Fig. 1: run 1, gate-type map
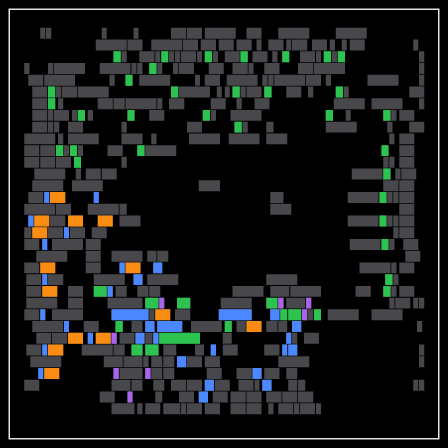
Fig. 2: run 1, zoomed window
Window x 0 to 50, y 49 to 99 µm. Cells in grey, sequential cells in the stronger grey; small squares are vias.
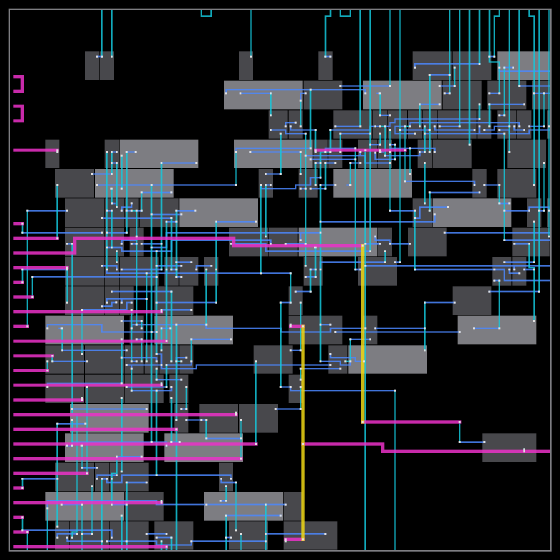
Fig. 3: run 1, clock routing
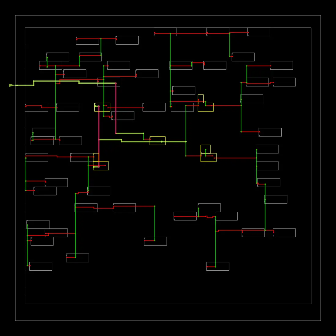
### src/rtl/ahb_pkg.sv
// Shared AHB-Lite encodings and the slave bridge FSM state type.
// Imported by the bridge top and its strobe generator.
package ahb_pkg;

    typedef enum logic [1:0] {
        HTRANS_IDLE   = 2'b00,
        HTRANS_BUSY   = 2'b01,
        HTRANS_NONSEQ = 2'b10,
        HTRANS_SEQ    = 2'b11
    } htrans_e;

    localparam logic HRESP_OKAY  = 1'b0;
    localparam logic HRESP_ERROR = 1'b1;

    typedef enum logic [1:0] {
        ST_IDLE,
        ST_ACCESS,
        ST_ERR1,
        ST_ERR2
    } bridge_state_e;

endpackage

### src/rtl/ahb_strb_gen.sv
// Byte-lane strobe and size/alignment check for one AHB transfer.
// Ports: addr_lo/hsize in; strb (little-endian lanes), size_ok out.
module ahb_strb_gen
    import ahb_pkg::*;
#(
    parameter  int DATA_WIDTH = 32,
    localparam int NB         = DATA_WIDTH / 8,
    localparam int LW         = $clog2(NB)
) (
    input  logic [LW-1:0] addr_lo,
    input  logic [2:0]    hsize,
    output logic [NB-1:0] strb,
    output logic          size_ok
);

    always_comb begin
        int nbytes;
        int lo;
        nbytes  = 1 << hsize;
        lo      = int'(addr_lo);
        size_ok = (int'(hsize) <= LW)
               && ((lo & (nbytes - 1)) == 0);
        strb    = '0;
        for (int i = 0; i < NB; i++) begin
            strb[i] = (i >= lo) && (i < lo + nbytes);
        end
    end

endmodule

### src/rtl/ahb_slave_bridge.sv
// AHB-Lite slave endpoint bridging to a req/ack back end.
// Ports: AHB slave side (h*), back-end side (be_*); all outputs registered
// except be_wdata, which forwards hwdata.
module ahb_slave_bridge
    import ahb_pkg::*;
#(
    parameter int ADDR_WIDTH = 32,
    parameter int DATA_WIDTH = 32,
    parameter int MEM_BYTES  = 4096
) (
    input  logic                    hclk,
    input  logic                    hreset,
    input  logic                    hsel,
    input  logic [ADDR_WIDTH-1:0]   haddr,
    input  logic [1:0]              htrans,
    input  logic                    hwrite,
    input  logic [2:0]              hsize,
    input  logic [DATA_WIDTH-1:0]   hwdata,
    input  logic                    hready,
    output logic                    hreadyout,
    output logic                    hresp,
    output logic [DATA_WIDTH-1:0]   hrdata,
    output logic                    be_req,
    output logic                    be_we,
    output logic [ADDR_WIDTH-1:0]   be_addr,
    output logic [DATA_WIDTH/8-1:0] be_wstrb,
    output logic [DATA_WIDTH-1:0]   be_wdata,
    input  logic                    be_ack,
    input  logic [DATA_WIDTH-1:0]   be_rdata
);

    localparam int NB = DATA_WIDTH / 8;
    localparam int LW = $clog2(NB);

    // MEM_BYTES is assumed to be a power of two.
    localparam logic [ADDR_WIDTH-1:0] LIMIT =
        ADDR_WIDTH'(MEM_BYTES);
    localparam logic [ADDR_WIDTH-1:0] OFS_MASK =
        ADDR_WIDTH'(MEM_BYTES - 1);
    localparam logic [ADDR_WIDTH-1:0] LANE_MASK =
        ADDR_WIDTH'(NB - 1);

    bridge_state_e state;

    logic [NB-1:0] strb;
    logic          size_ok;
    logic          active;
    logic          take;
    logic          legal;

    ahb_strb_gen #(
        .DATA_WIDTH (DATA_WIDTH)
    ) u_strb (
        .addr_lo (haddr[LW-1:0]),
        .hsize   (hsize),
        .strb    (strb),
        .size_ok (size_ok)
    );

    assign active = (htrans == HTRANS_NONSEQ)
                 || (htrans == HTRANS_SEQ);
    assign take   = hsel && hready && active;
    assign legal  = size_ok && (haddr < LIMIT);

    assign be_wdata = hwdata;

    always_ff @(posedge hclk) begin
        if (hreset) begin
            state     <= ST_IDLE;
            hreadyout <= 1'b1;
            hresp     <= HRESP_OKAY;
            hrdata    <= '0;
            be_req    <= 1'b0;
            be_we     <= 1'b0;
            be_addr   <= '0;
            be_wstrb  <= '0;
        end else begin
            unique case (state)
                ST_ACCESS: begin
                    if (be_ack) begin
                        state     <= ST_IDLE;
                        be_req    <= 1'b0;
                        hreadyout <= 1'b1;
                        if (!be_we) begin
                            hrdata <= be_rdata;
                        end
                    end
                end
                ST_ERR1: begin
                    // Second ERROR cycle: hresp stays high,
                    // hreadyout rises to end the transfer.
                    state     <= ST_ERR2;
                    hreadyout <= 1'b1;
                end
                default: begin
                    // IDLE and ERR2 both accept a new address
                    // phase, so pipelined transfers lose no cycle.
                    hresp     <= HRESP_OKAY;
                    hreadyout <= 1'b1;
                    state     <= ST_IDLE;
                    if (take && legal) begin
                        state     <= ST_ACCESS;
                        hreadyout <= 1'b0;
                        be_req    <= 1'b1;
                        be_we     <= hwrite;
                        be_addr   <= haddr & OFS_MASK
                                   & ~LANE_MASK;
                        be_wstrb  <= hwrite ? strb : '1;
                    end else if (take) begin
                        state     <= ST_ERR1;
                        hreadyout <= 1'b0;
                        hresp     <= HRESP_ERROR;
                    end
                end
            endcase
        end
    end

endmodule

### config.mk
export PLATFORM = sky130hd
export DESIGN_NAME = ahb_slave_bridge
export DESIGN_NICKNAME = d
export VERILOG_FILES = /design/src/rtl/ahb_pkg.sv /design/src/rtl/ahb_strb_gen.sv /design/src/rtl/ahb_slave_bridge.sv
export SDC_FILE = /design/constraint.sdc
export NUM_CORES = 1
export LEC_CHECK = 0
export CORE_MARGIN = 3
export CORE_UTILIZATION = 29
export DETAILED_ROUTE_END_ITERATION = 8
export PLACE_DENSITY = 0.77
export SLEW_MARGIN = 30
export SYNTH_ARGS = -nofsm -noshare
export SYNTH_HDL_FRONTEND = slang
export SYNTH_SLANG_ARGS = --single-unit
export TNS_END_PERCENT = 50
### constraint.sdc
create_clock -name hclk -period 2.3 [get_ports hclk]
set_input_delay 0.46 -clock hclk [delete_from_list [all_inputs] [get_ports hclk]]
set_output_delay 0.46 -clock hclk [all_outputs]
set_load 0.03 [all_outputs]
==> results.json, run 1 <==
{
  "rsz0062_at_grt": "true",
  "via_count": 2231,
  "maxCapViolCount": 0,
  "async_reset_ff_share_pct": 0,
  "synthesis.area_um2": 2520,
  "antenna_found_initial": 0,
  "top_layer_used": "met4",
  "die-area_um2": 9850,
  "intPower_mw": 1.26,
  "crit_slowest_cell": "fa_2",
  "post-cts-setup-buffers": 2,
  "wl_met3_um": 686,
  "dp_cells": 497,
  "drcViolationCount": 0,
  "ir_worst_vdd_uv": 324,
  "clkPwrFrac_pct": 31.4,
  "fillers": 803,
  "period_used_pct": 99.6,
  "aoi_share_pct": 11.0,
  "ys_area_um2": 2520,
  "wl_met2_mm": 3.18,
  "ff_type": "dfxtp_1",
  "crit_path_max_fanout": 2,
  "finalSetupViolCount": 0,
  "wirelength_met1_mm": 2.57,
  "detail-route-antenna-nets": 0,
  "diodes": 0,
  "hpwl_mm": 4.96,
  "clk_pin_slew_ns": 0.10,
  "logic_area_um2": 1110,
  "initCoreUtil_pct": 30.2,
  "start_kind": "primary input",
  "finalWeightedCongestion": 0.865,
  "p_comb_share_pct": 15.2,
  "core-area_um2": 8340,
  "area_delta_synth_final_pct": 48.5,
  "grt_pass1_vias": 2234,
  "status": "completed",
  "routed_via_density": 4.39,
  "ys_seq_share_pct": 41.3,
  "root_buffer": "clkbuf_8",
  "top_cell": "nand2_1",
  "power_switching_uw": 434,
  "gr-usage-met1_pct": 14.6,
  "final_nets": 515,
  "overflow": 0,
  "synth-seq-cells": 52,
  "gr-usage-met2_pct": 21.6,
  "fin_total_pwr_mw": 1.69,
  "top_logic_kind": "buffers and inverters",
  "ys_sh_adder_pct": 3.28,
  "edf_count": 0,
  "grtUsageMet3_pct": 5.68,
  "max_freq_ghz": 0.437,
  "ys_sh_simple_pct": 19.1
}
Back to the opening pictures, Fig. 1:
| family | colour | cells | most used |
|---|---|---|---|
| NOR gates | blue | 32 | nor2_1 |
| inverting AOI/OAI gates | green | 44 | a21oi_1 |
| multiplexers | orange | 14 | mux2i_1 |
| inverters | purple | 8 | inv_1 |
dominant logic cell type in the layout: clkdlybuf4s50_1
logic share of the area: 29.5%
Post-Layout Cell Count: 508

Back to the opening pictures, Fig. 2:
| layer | colour |
|---|---|
| met2 | cyan |
| met4 | yellow |
| met1 | blue |
| met3 | magenta |
sequential cells in the window: 19
cells with their middle in the window: 115
most frequent: clkdlybuf4s50_1 (34), nand2_1 (30), dfxtp_1 (19)
netlist names of flops here include: `hrdata` (15), `be_addr` (4)

Back to the opening pictures, Fig. 3:
Clock net power: 530 µW
number of buffers created by CTS: 5
clock buf count: 5
Clock Skew: 0.0125 ns
clock latency on the worst-skew pair: 0.30 ns

-- run 1: layout make-up --
cell class              count  share of cell area (%)
repair buffers            137                    36.0
multi-input cells         198                    29.5
flip-flops and latches     52                    27.8
well taps                 105                    3.51
clock buffers               5                    1.84
inverters                   8                   0.802
clock inverters             3                   0.501
-- run 1: critical path, delay by kind of cell --
kind	cells	cell delay [ns]
AOI/OAI and AO/OA	3	0.46
and+or+nand+nor	3	0.76
buffers and inverters	2	0.15
adders and majority gates	2	0.62
-- run 1: power groups by stage --
| stage | Clock [mW] | Sequential, mW | Combinational, mW |
|---|---|---|---|
| 2_1_floorplan | 0 | 0.926 | 0.220 |
| 5_1_grt | 0.594 | 0.903 | 0.273 |
| 6_report | 0.530 | 0.903 | 0.257 |
| 3_3_place_gp | 0 | 0.924 | 0.240 |
| 4_1_cts | 0.557 | 0.903 | 0.247 |
| 3_5_place_dp | 0 | 0.924 | 0.243 |
-- run 1: worst paths after layout --
path	end	slack [ns]	cells past startpoint	startpoint
max	be_wstrb[2]$_SDFFE_PP0P_	0.009	10	hsize[1]
min	hrdata[1]$_SDFFE_PP0P_	0.46	2	hrdata[1]$_SDFFE_PP0P_
max reg2reg	be_wstrb[1]$_SDFFE_PP0P_	0.49	7	state[0]$_SDFFE_PP0P_
min reg2reg	hrdata[1]$_SDFFE_PP0P_	0.46	2	hrdata[1]$_SDFFE_PP0P_
-- run 1: state kept, by name, summed over array words and instances, names as in the netlist --
register	cells
be_addr	10
be_req	1
be_we	1
be_wstrb	4
hrdata	32
hreadyout	1
hresp	1
state	2
==> run 2: changes to the inputs <==
==> constraint.sdc (replaced) <==
create_clock -name hclk -period 2.3 [get_ports hclk]
set_input_delay 0.46 -clock hclk [delete_from_list [all_inputs] [get_ports hclk]]
set_output_delay 0.46 -clock hclk [all_outputs]
set_load 0.1 [all_outputs]
Fig. 4: run 2, gate-type map
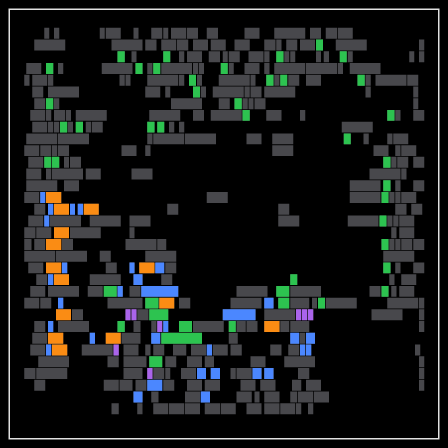
| family | colour | cells | most used |
|---|---|---|---|
| multiplexers | orange | 14 | mux2i_1 |
| inverting AOI/OAI gates | green | 44 | a21oi_1 |
| inverters | purple | 8 | inv_1 |
| NOR gates | blue | 32 | nor2_1 |

==> results.json, run 2 <==
{
  "status": "completed",
  "gr-usage-met1_pct": 14.1,
  "first_iter_violations": 59,
  "ys_area_um2": 2520,
  "fin_skew_ns": 0.0124,
  "worst-path-stages": 10,
  "cp_num_buf_inv": 2,
  "top_cell": "nand2_1",
  "top_layer_used": "met4",
  "numCtsBuffers": 5,
  "wl_met3_um": 646,
  "detail-route-antenna-nets": 0,
  "overflow": 0,
  "finalWeightedCongestion": 0.848,
  "worstSetupEndpoint": "be_wstrb[2]$_SDFFE_PP0P_",
  "fin_total_pwr_mw": 1.82,
  "seq-power_uw": 903,
  "root_buffer": "clkbuf_8",
  "final_nets": 513,
  "yosysWarnings": 0,
  "p_per_area_nw_per_um2": 506,
  "lay_top_count": "nand2_1",
  "yosysUniqueCellTypes": 31,
  "regMostFlops": "hrdata",
  "rsz0062_at_grt": "false",
  "crit_slowest_cell": "fa_2",
  "ys_seq_share_pct": 41.3,
  "required_ns": 2.48,
  "worstRegToRegCells": 7,
  "gr-usage-met2_pct": 22.2,
  "p_clk_uw": 548,
  "wirelength_met1_mm": 2.49,
  "crit_path_max_fanout": 2,
  "fillers": 812,
  "diodes": 0,
  "hold_start": "hrdata[14]$_SDFFE_PP0P_",
  "grt_max_degree": 33,
  "intPower_mw": 1.28,
  "core-area_um2": 8340,
  "synth.avg_cell_area_um2": 8.27,
  "top_power_group": "registers",
  "min_to": "hrdata[14]$_SDFFE_PP0P_",
  "max_freq_ghz": 0.450,
  "ff_type": "dfxtp_1",
  "hold-path-cell-count": 2,
  "crit_start": "hsize[1]",
  "grtUsageMet3_pct": 4.63,
  "r2r_start": "state[0]$_SDFFE_PP0P_",
  "grt.total_usage_pct": 12.7,
  "die-area_um2": 9850,
  "clk_pin_slew_ns": 0.10,
  "crit_family": "simple AND/OR/NAND/NOR gates",
  "p_comb_share_pct": 20.2,
  "largest_reg_flops": 32,
  "hold_viol": 0,
  "top_regs": "hrdata (32), be_addr (10), be_wstrb (4)",
  "initCoreUtil_pct": 30.2,
  "grt_pass1_vias": 2280,
  "wire_per_inst_um": 12.8,
  "finalSetupViolCount": 0,
  "hpwl_mm": 5.05,
  "wl_met2_mm": 3.24,
  "layout-drive-gt1-share_pct": 21.4,
  "synthesis.area_um2": 2520,
  "insertion_delay_ns": 0.30,
  "synth-seq-cells": 52,
  "power_switching_uw": 536,
  "routed_via_density": 4.42,
  "clkPwrFrac_pct": 30.1,
  "area_delta_synth_final_pct": 42.5,
  "min_path_type": "reg2reg",
  "drcViolationCount": 0,
  "r2r-end": "be_wstrb[1]$_SDFFE_PP0P_",
  "yosys.area.top_type": "dfxtp_1",
  "period_used_pct": 96.6,
  "antenna_found_initial": 0,
  "edf_count": 0,
  "start_kind": "primary input",
  "via_count": 2234,
  "maxCapViolCount": 0,
  "async_reset_ff_share_pct": 0,
  "pg_comb_uw": 368,
  "ff2ff_setup_slack_ns": 0.51,
  "cpMostUsedCell": "a21oi_2"
}
Fig. 5: run 2, floorplan with the power grid
Pins as bars on the die edge.
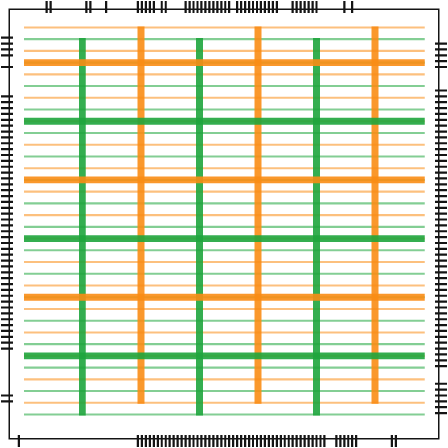
| net | colour |
|---|---|
| VSS | green |
| VDD | orange |
met1 rails: 34
signal pins: 211
chip height: 99.2 µm
Worst VDD drop: 221 µV
Die Width: 99.2 µm

==> run 2: logic make-up after synthesis <==
family | after synthesis | share of synthesized area, %
other cells | 1 | 0.149
simple gates | 110 | 19.1
fa+ha+maj | 6 | 3.28
mux | 14 | 5.56
compound gates | 46 | 11.0
flops | 52 | 41.3
buf+inv | 76 | 19.7
==> run 2: area by class of cell <==
| cell class | count | area (µm²) | share of cell area [%] |
|---|---|---|---|
| well taps | 105 | 131 | 3.66 |
| repair buffers | 135 | 1190 | 33.2 |
| clock inverters | 1 | 7.51 | 0.209 |
| multi-input cells | 198 | 1100 | 30.7 |
| clock buffers | 7 | 86.3 | 2.40 |
| inverters | 8 | 30.0 | 0.836 |
| flip-flops and latches | 52 | 1040 | 29.0 |
==> run 2: metrics by stage <==
step / std cells / utilization [%] / hold slack (ns) / setup slack (ns) / cell area (µm²)
3_5_place_dp: 496 / 41.5 / 0.450 / -0.609 / 3460
2_1_floorplan: 326 / - / 0.462 / 0.0238 / 2610
5_1_grt: 506 / 43.1 / 0.477 / 0.00869 / 3590
6_report: 506 / 43.1 / 0.459 / 0.0792 / 3590
4_1_cts: 506 / 42.9 / 0.463 / 0.0212 / 3580
3_3_place_gp: 496 / 41.5 / 0.442 / -0.518 / 3460
==> run 2: repair_timing <==
item                                   4_1_cts  5_1_grt
cloned                                       0        0
endpoints found under the hold margin        0        0
hold buffers                                 0        0
buffers inserted                             2        0
setup endpoints to repair                    2        2
pin swaps                                    9        6
resized                                     17        3
==> run 2: worst register-to-register path: stages (launching register included) <==
cell,delay (ns)
dfxtp_1,0.34
inv_1,0.06
ha_1,0.30
nand4_1,0.17
nor4_4,0.31
buf_12,0.21
mux2i_1,0.19
o2bb2ai_1,0.09
==> run 3: changes to the inputs <==
Settings changed: CORE_MARGIN 3 to not set.
Fig. 6: run 3, zoomed window
Window x 0 to 50, y 45 to 95 µm. Cells in grey, sequential cells in the stronger grey; small squares are vias.
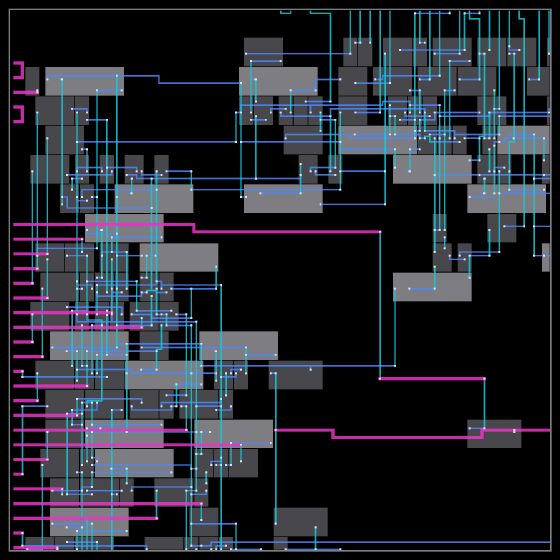
| layer | colour |
|---|---|
| met3 | magenta |
| met1 | blue |
| met2 | cyan |
cells with their middle in the window: 107
sequential cells in the window: 18
most frequent: nand2_1 (28), dfxtp_1 (18), clkdlybuf4s50_1 (18)
netlist names of flops here include: `hrdata` (15), `be_addr` (3)

Fig. 7: run 3, gate-type map
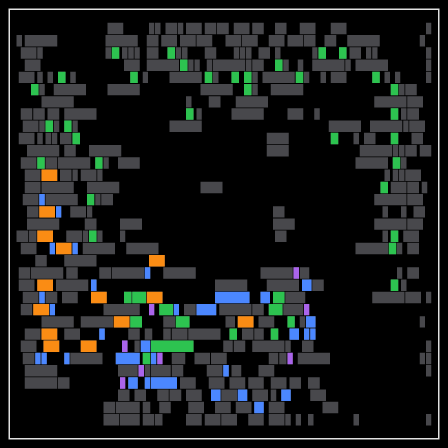
| family | colour | cells | most used |
|---|---|---|---|
| NOR gates | blue | 32 | nor2_1 |
| inverters | purple | 8 | inv_1 |
| inverting AOI/OAI gates | green | 44 | a21oi_1 |
| multiplexers | orange | 14 | mux2i_1 |
logic share of the area: 30.7%
dominant logic cell type in the layout: nand2_1
Post-Layout Cell Count: 505

==> results.json, run 3 <==
{
  "status": "completed",
  "final_core_util_pct": 43.1,
  "worst-path-stages": 8,
  "drcViolationCount": 0,
  "die-area_um2": 9070,
  "crit_family": "buffers and inverters",
  "top_regs": "hrdata (32), be_addr (10), be_wstrb (4)",
  "regMostFlops": "hrdata",
  "diodes": 0,
  "period_used_pct": 96.4,
  "antenna_found_initial": 0,
  "synth-seq-cells": 52,
  "min_path_type": "reg2reg",
  "layout-drive-gt1-share_pct": 21.0,
  "clk_pin_slew_ns": 0.10,
  "ys_seq_share_pct": 41.3,
  "first_iter_violations": 34,
  "ff_type": "dfxtp_1",
  "detail-route-antenna-nets": 0,
  "r2r-end": "be_wstrb[1]$_SDFFE_PP0P_",
  "ff2ff_setup_slack_ns": 0.54,
  "gr-usage-met1_pct": 16.0,
  "edf_count": 0,
  "hold_buffers": 0,
  "die-height_um": 95.2,
  "ir_worst_vdd_uv": 223,
  "crit_slowest_cell": "clkdlybuf4s50_1",
  "hpwl_mm": 4.61,
  "min_to": "hrdata[0]$_SDFFE_PP0P_",
  "gr-usage-met2_pct": 23.8,
  "grt.total_usage_pct": 13.8,
  "fin_total_pwr_mw": 1.81,
  "crit_start": "haddr[1]",
  "r2r_start": "state[0]$_SDFFE_PP0P_",
  "async_reset_ff_share_pct": 0,
  "core-area_um2": 8300,
  "maxCapViolCount": 0,
  "area_delta_synth_final_pct": 41.9,
  "cts.sinks": 52,
  "wire_per_inst_um": 12.1,
  "worstSetupEndpoint": "be_wstrb[2]$_SDFFE_PP0P_",
  "overflow": 0,
  "p_per_area_nw_per_um2": 507,
  "finalSetupViolCount": 0,
  "fin_skew_ns": 0.00848,
  "start_kind": "primary input",
  "largest_reg_flops": 32,
  "grt_max_degree": 33,
  "ys_area_um2": 2520,
  "hold_start": "hrdata[0]$_SDFFE_PP0P_",
  "final_nets": 512,
  "yosysWarnings": 0,
  "crit_path_max_fanout": 2,
  "grt_pass1_vias": 2141,
  "yosysUniqueCellTypes": 31,
  "synth.avg_cell_area_um2": 8.27,
  "max_freq_ghz": 0.451,
  "required_ns": 2.49,
  "finalWeightedCongestion": 0.867,
  "yosys.area.top_type": "dfxtp_1",
  "worst_slack_ns": 0.0825,
  "pre_cts_ws_ns": -0.633,
  "grtUsageMet3_pct": 4.15,
  "hold_slack_ns": 0.460,
  "root_buffer": "clkbuf_8"
}
[run 3: netlist changes by cell type in the layout (fill, tap and decap cells not counted), sizes merged]
cell           before  now
buf                65   62
clkbuf              7   10
clkdlybuf4s15       1    0
dlygate4sd2         1    0
dlymetal6s2s        0    1
[run 3: per-layer routing]
layer,vias up,part of all wire (%)
met1,1000,41
li1,1104,-
met3,19,8.0
met5,-,0
met2,96,49
met4,0,1.7
[run 3: through the flow]
stage	cells	cell area, µm²
global route	505	3580
floorplan	326	2610
CTS	505	3570
detailed placement	496	3460
global placement	496	3460
finish	505	3580
[run 3: layout make-up]
| type | instances | area, µm² |
|---|---|---|
| Timing Repair Buffer | 134 | 1180 |
| Clock buffer | 7 | 86.3 |
| Tap cell | 105 | 131 |
| Multi-Input combinational cell | 198 | 1100 |
| Clock inverter | 1 | 7.51 |
| Inverter | 8 | 30.0 |
| Sequential cell | 52 | 1040 |
| Fill cell | 817 | 4720 |
[run 3: power by group]
| part | total, mW | internal (mW) | leakage [nW] | switching (mW) |
|---|---|---|---|---|
| logic | 0.363 | 0.133 | 0.937 | 0.230 |
| clock network | 0.548 | 0.245 | 0.0445 | 0.302 |
| registers | 0.903 | 0.902 | 0.419 | 0.000965 |
| total | 1.81 | 1.28 | 1.40 | 0.533 |
[run 3: repair_timing]
item | CTS | global route
gates cloned | 0 | 0
setup endpoints to repair | 17 | 19
gates resized | 7 | 10
setup buffers | 1 | 0
pin swaps | 4 | 9
[run 3: kinds of logic after synthesis]
kind of cell / after synthesis / synth area share (%)
AOI/OAI and AO/OA: 46 / 11.0
adders and majority gates: 6 / 3.28
buffers and inverters: 76 / 19.7
DFF: 52 / 41.3
muxes: 14 / 5.56
other: 1 / 0.149
and+or+nand+nor: 110 / 19.1
Power is estimated from default activity; no workload was simulated.
